[config.mk]
export PLATFORM = sky130hd
export DESIGN_NAME = wbuf_id_alloc
export DESIGN_NICKNAME = d
export VERILOG_FILES = /design/src/rtl/wbuf_id_alloc.sv
export SDC_FILE = /design/constraint.sdc
export NUM_CORES = 1
export LEC_CHECK = 0
export CAP_MARGIN = 15
export CORE_MARGIN = 4
export CORE_UTILIZATION = 45
export DETAILED_ROUTE_END_ITERATION = 16
export DONT_BUFFER_PORTS = 1
export GPL_ROUTABILITY_DRIVEN = 0
export PLACE_DENSITY = 0.58
export SLEW_MARGIN = 20
export SYNTH_ARGS = -nofsm -noshare
export SYNTH_HDL_FRONTEND = slang
export SYNTH_SLANG_ARGS = --single-unit
[constraint.sdc]
create_clock -name clk -period 4.98 [get_ports clk]
set_input_delay 0.996 -clock clk [delete_from_list [all_inputs] [get_ports clk]]
set_output_delay 0.996 -clock clk [all_outputs]
set_load 0.01 [all_outputs]
[src/rtl/wbuf_id_alloc.sv]
`default_nettype none
// ============================================================================
//  Module   : wbuf_id_alloc
//  Purpose  : Free-ID pool for the write buffer; issues entry IDs to the
//             crossbar and reclaims them from the buffer's free response.
//  Revision : 1.0  initial release
// ============================================================================
module wbuf_id_alloc #(
    parameter int WBUF_SIZE = 8,
    parameter int ID_W      = 3
) (
    input  logic                 clk,
    input  logic                 rst,
    output logic                 alloc_valid,
    input  logic                 alloc_ready,
    output logic [ID_W-1:0]      alloc_id,
    input  logic                 free_valid,
    input  logic [ID_W-1:0]      free_id,
    output logic [ID_W:0]        free_cnt,
    output logic [WBUF_SIZE-1:0] in_use,
    output logic                 err_free_unalloc,
    output logic                 err_alloc_empty
);

    localparam logic [ID_W:0]   c_FULL_CNT = (ID_W + 1)'(WBUF_SIZE);
    localparam logic [ID_W-1:0] c_PTR_ONE  = ID_W'(1);
    localparam logic [ID_W:0]   c_CNT_ONE  = (ID_W + 1)'(1);

    logic [ID_W-1:0]      r_fifo [WBUF_SIZE];
    logic [ID_W-1:0]      r_rd_ptr;
    logic [ID_W-1:0]      r_wr_ptr;
    logic [ID_W:0]        r_free_cnt;
    logic [WBUF_SIZE-1:0] r_in_use;
    logic                 r_err_free_unalloc;
    logic                 r_err_alloc_empty;

    logic                 w_alloc_valid;
    logic                 w_alloc_xfer;
    logic                 w_legal_free;
    logic                 w_illegal_free;
    logic [ID_W:0]        w_free_cnt_nxt;
    logic [WBUF_SIZE-1:0] w_in_use_nxt;

    assign w_alloc_valid  = (r_free_cnt != '0);
    assign w_alloc_xfer   = w_alloc_valid & alloc_ready;
    // Legality uses the registered in_use, so freeing the ID being issued
    // in the same cycle is rejected rather than forwarded.
    assign w_legal_free   = free_valid &  r_in_use[free_id];
    assign w_illegal_free = free_valid & ~r_in_use[free_id];

    always_comb begin
        w_free_cnt_nxt = r_free_cnt;
        case ({w_legal_free, w_alloc_xfer})
            2'b10:   w_free_cnt_nxt = r_free_cnt + c_CNT_ONE;
            2'b01:   w_free_cnt_nxt = r_free_cnt - c_CNT_ONE;
            default: w_free_cnt_nxt = r_free_cnt;
        endcase
    end

    // A legal free always targets an allocated ID and the issued ID is
    // always free, so the set and clear never hit the same bit.
    always_comb begin
        w_in_use_nxt = r_in_use;
        if (w_alloc_xfer) begin
            w_in_use_nxt[r_fifo[r_rd_ptr]] = 1'b1;
        end
        if (w_legal_free) begin
            w_in_use_nxt[free_id] = 1'b0;
        end
    end

    always_ff @(posedge clk) begin
        if (rst) begin
            for (int k = 0; k < WBUF_SIZE; k++) begin
                r_fifo[k] <= ID_W'(k);
            end
            r_rd_ptr           <= '0;
            r_wr_ptr           <= '0;
            r_free_cnt         <= c_FULL_CNT;
            r_in_use           <= '0;
            r_err_free_unalloc <= 1'b0;
            r_err_alloc_empty  <= 1'b0;
        end else begin
            if (w_legal_free) begin
                r_fifo[r_wr_ptr] <= free_id;
                r_wr_ptr         <= r_wr_ptr + c_PTR_ONE;
            end
            if (w_alloc_xfer) begin
                r_rd_ptr <= r_rd_ptr + c_PTR_ONE;
            end
            r_free_cnt <= w_free_cnt_nxt;
            r_in_use   <= w_in_use_nxt;
            if (w_illegal_free) begin
                r_err_free_unalloc <= 1'b1;
            end
            if (alloc_ready && !w_alloc_valid) begin
                r_err_alloc_empty <= 1'b1;
            end
        end
    end

    assign alloc_valid      = w_alloc_valid;
    assign alloc_id         = r_fifo[r_rd_ptr];
    assign free_cnt         = r_free_cnt;
    assign in_use           = r_in_use;
    assign err_free_unalloc = r_err_free_unalloc;
    assign err_alloc_empty  = r_err_alloc_empty;

endmodule
`default_nettype wire

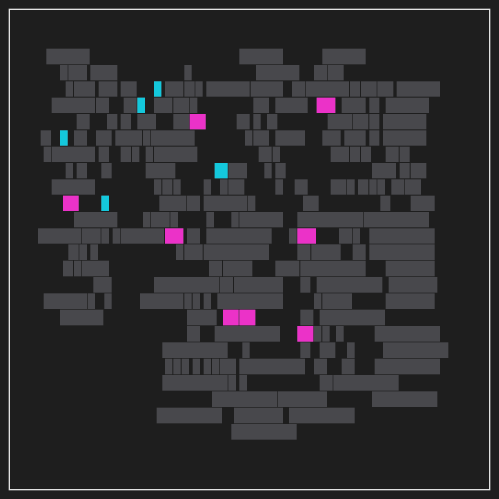
(gate-type map)
(6 px per um)
- inverters: cyan (cells 5; most used inv_1; where north-west)
- AND-OR and OR-AND gates: magenta (cells 8; most used a21o_1)
Comb area share: 43.3%
non-filler instance count after layout: 283
most common logic cell in the routed design: nor2_1

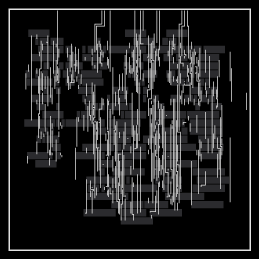
(M2 wires)
(3 px per um)
- wire length on this layer: 2260 um
- main direction: vertical
GR Util met2: 26.5%
drt total wl: 4810 um
via count: 1616

==> impl_metrics.yaml <==
# physical design summary
synthesis:
  ys_async_sr_fraction_pct: 0
  syn_nets: 232
  ys_seq_share_pct: 50.9
  synthAdderAreaFrac_pct: 2.16
  synth-edff-count: 24
  ys_sh_aoi_pct: 12.5
  topCombFamilyByArea: "simple AND/OR/NAND/NOR gates"
  synthXorXnorAreaFrac_pct: 3.40
layout:
  fillers: 443
  drive_gt1_share_pct: 10.2
route:
  wl_per_cell_um: 17.0
  drcViolationCount: 0
power_and_ir_drop:
  power_leader: "registers"
  comb_power_mw: 0.170
  pg_seq_mw: 0.486
  p_comb_share_pct: 19.1
  switchingPower_mw: 0.258
  leakagePower_nw: 0.781
critical_path:
  r2r_end: "free_cnt[2]"
  reg2reg_from: "free_cnt[0]"
  required_ns: 5.18
  worstSetupStartpointType: "input pin"
  rr_worst_depth: 13
die:
  die_w_um: 79.8
  fp_util_pct: 47.9
  top_level_ports: 25
placed_design:
  hpwlAfterDp_um: 3540
  place_area_um2: 2340
  dpl.cell_count: 275
  port_buffers: 0
final_timing:
  timing.hold.ws_ns: 0.484
  drv_slew: 0
  fmax_mhz: 303
  finalSetupViolations: 0
clock_network:
  cts_hold_buf: 0
  cts_resized: 0
  clock_path_buffers: 2
  htreeDepth: 2
  cts.sinks: 47
  tritoncts: "built"
outcome:
  status: "finished, final reports clean"
global_route:
  grt_pass1_vias: 1569
  antenna_found_initial: 0
min_path:
  worstHoldStart: "r_rd_ptr[1]"
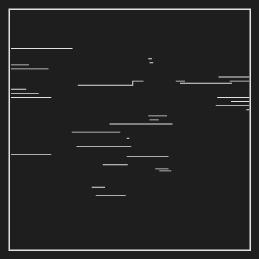
(M3 wires)
(3 px per um)
- share of all routed wire: 5.7%
- nets with wire on the layer: 25
met3 Resource Use GR: 4.29%

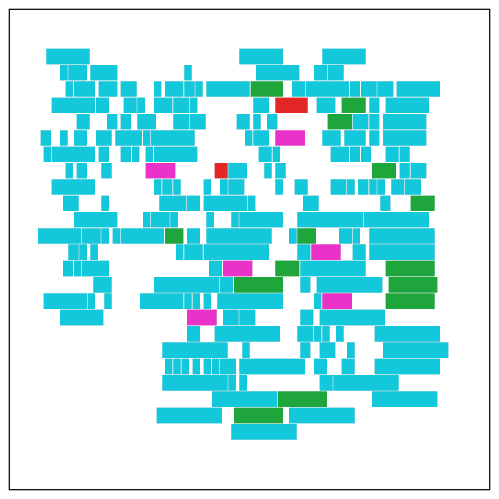
(drive-strength map)
(6 px per um)
- _6 and larger: magenta (cells 6; most used clkbuf_8)
- _2 cells: green (cells 14; most used mux4_2)
- _3 and _4 cells: red (cells 2)
- _0 and _1 cells: cyan (cells 194; most used nor2_1)
Finished Cell Area: 2430 um^2
area grow syn2layout: 4.64%
Final WS setup: 1.68 ns

## flip-flops by register name, summed over array words and instances, names as in the netlist, named ones only
name and count:
err_free_unalloc 1, r_fifo 24, err_alloc_empty 1, free_cnt 4
in_use 8, r_rd_ptr 3, r_wr_ptr 3
## cells in the mapped netlist, types with 5 or more instances
| library cell | instances | area share (%) |
|---|---|---|
| dfxtp_1 | 23 | 20 |
| a21oi_1 | 15 | 3.2 |
| or3_1 | 10 | 2.7 |
| nand2b_1 | 5 | 1.3 |
| nor2_1 | 32 | 5.2 |
| nand3b_1 | 5 | 1.6 |
| a211oi_1 | 6 | 1.9 |
| o21ai_0 | 6 | 1.3 |
| edfxtp_1 | 24 | 31 |
| mux2_2 | 5 | 2.4 |
| xnor2_1 | 5 | 1.9 |
| nand2_1 | 20 | 3.2 |
| mux4_2 | 6 | 5.8 |
| clkbuf_1 | 9 | 1.5 |
## cell families after synthesis
group | Yosys count
DFF | 47
AOI/OAI and AO/OA | 44
muxes | 14
adders and majority gates | 4
buffers and inverters | 18
and+or+nand+nor | 85
xor gates and xnor gates | 9
## critical path, stage by stage
cell and delay [ns]:
mux2_2 0.31, a22o_1 0.27, o21a_1 0.31, inv_4 0.14, ha_1 0.24, xor2_1 0.17
ha_1 0.19, a21oi_1 0.06, xnor2_1 0.13, or4_1 0.39, o31ai_1 0.09, xnor2_1 0.15
nor2_1 0.05
## metal layers
metal,track usage (%),part of all wire (%),vias up
met5,0,0,-
met4,4.05,1.1,0
met3,4.29,5.7,6
met2,26.5,47,43
met1,23.0,46,784
li1,-,-,783
## cell type report
type,instances,area share (%)
Sequential cell,47,48.6
Multi-Input combinational cell,156,43.3
Clock buffer,7,3.55
Tap cell,67,3.45
Inverter,5,0.876
Clock inverter,1,0.155
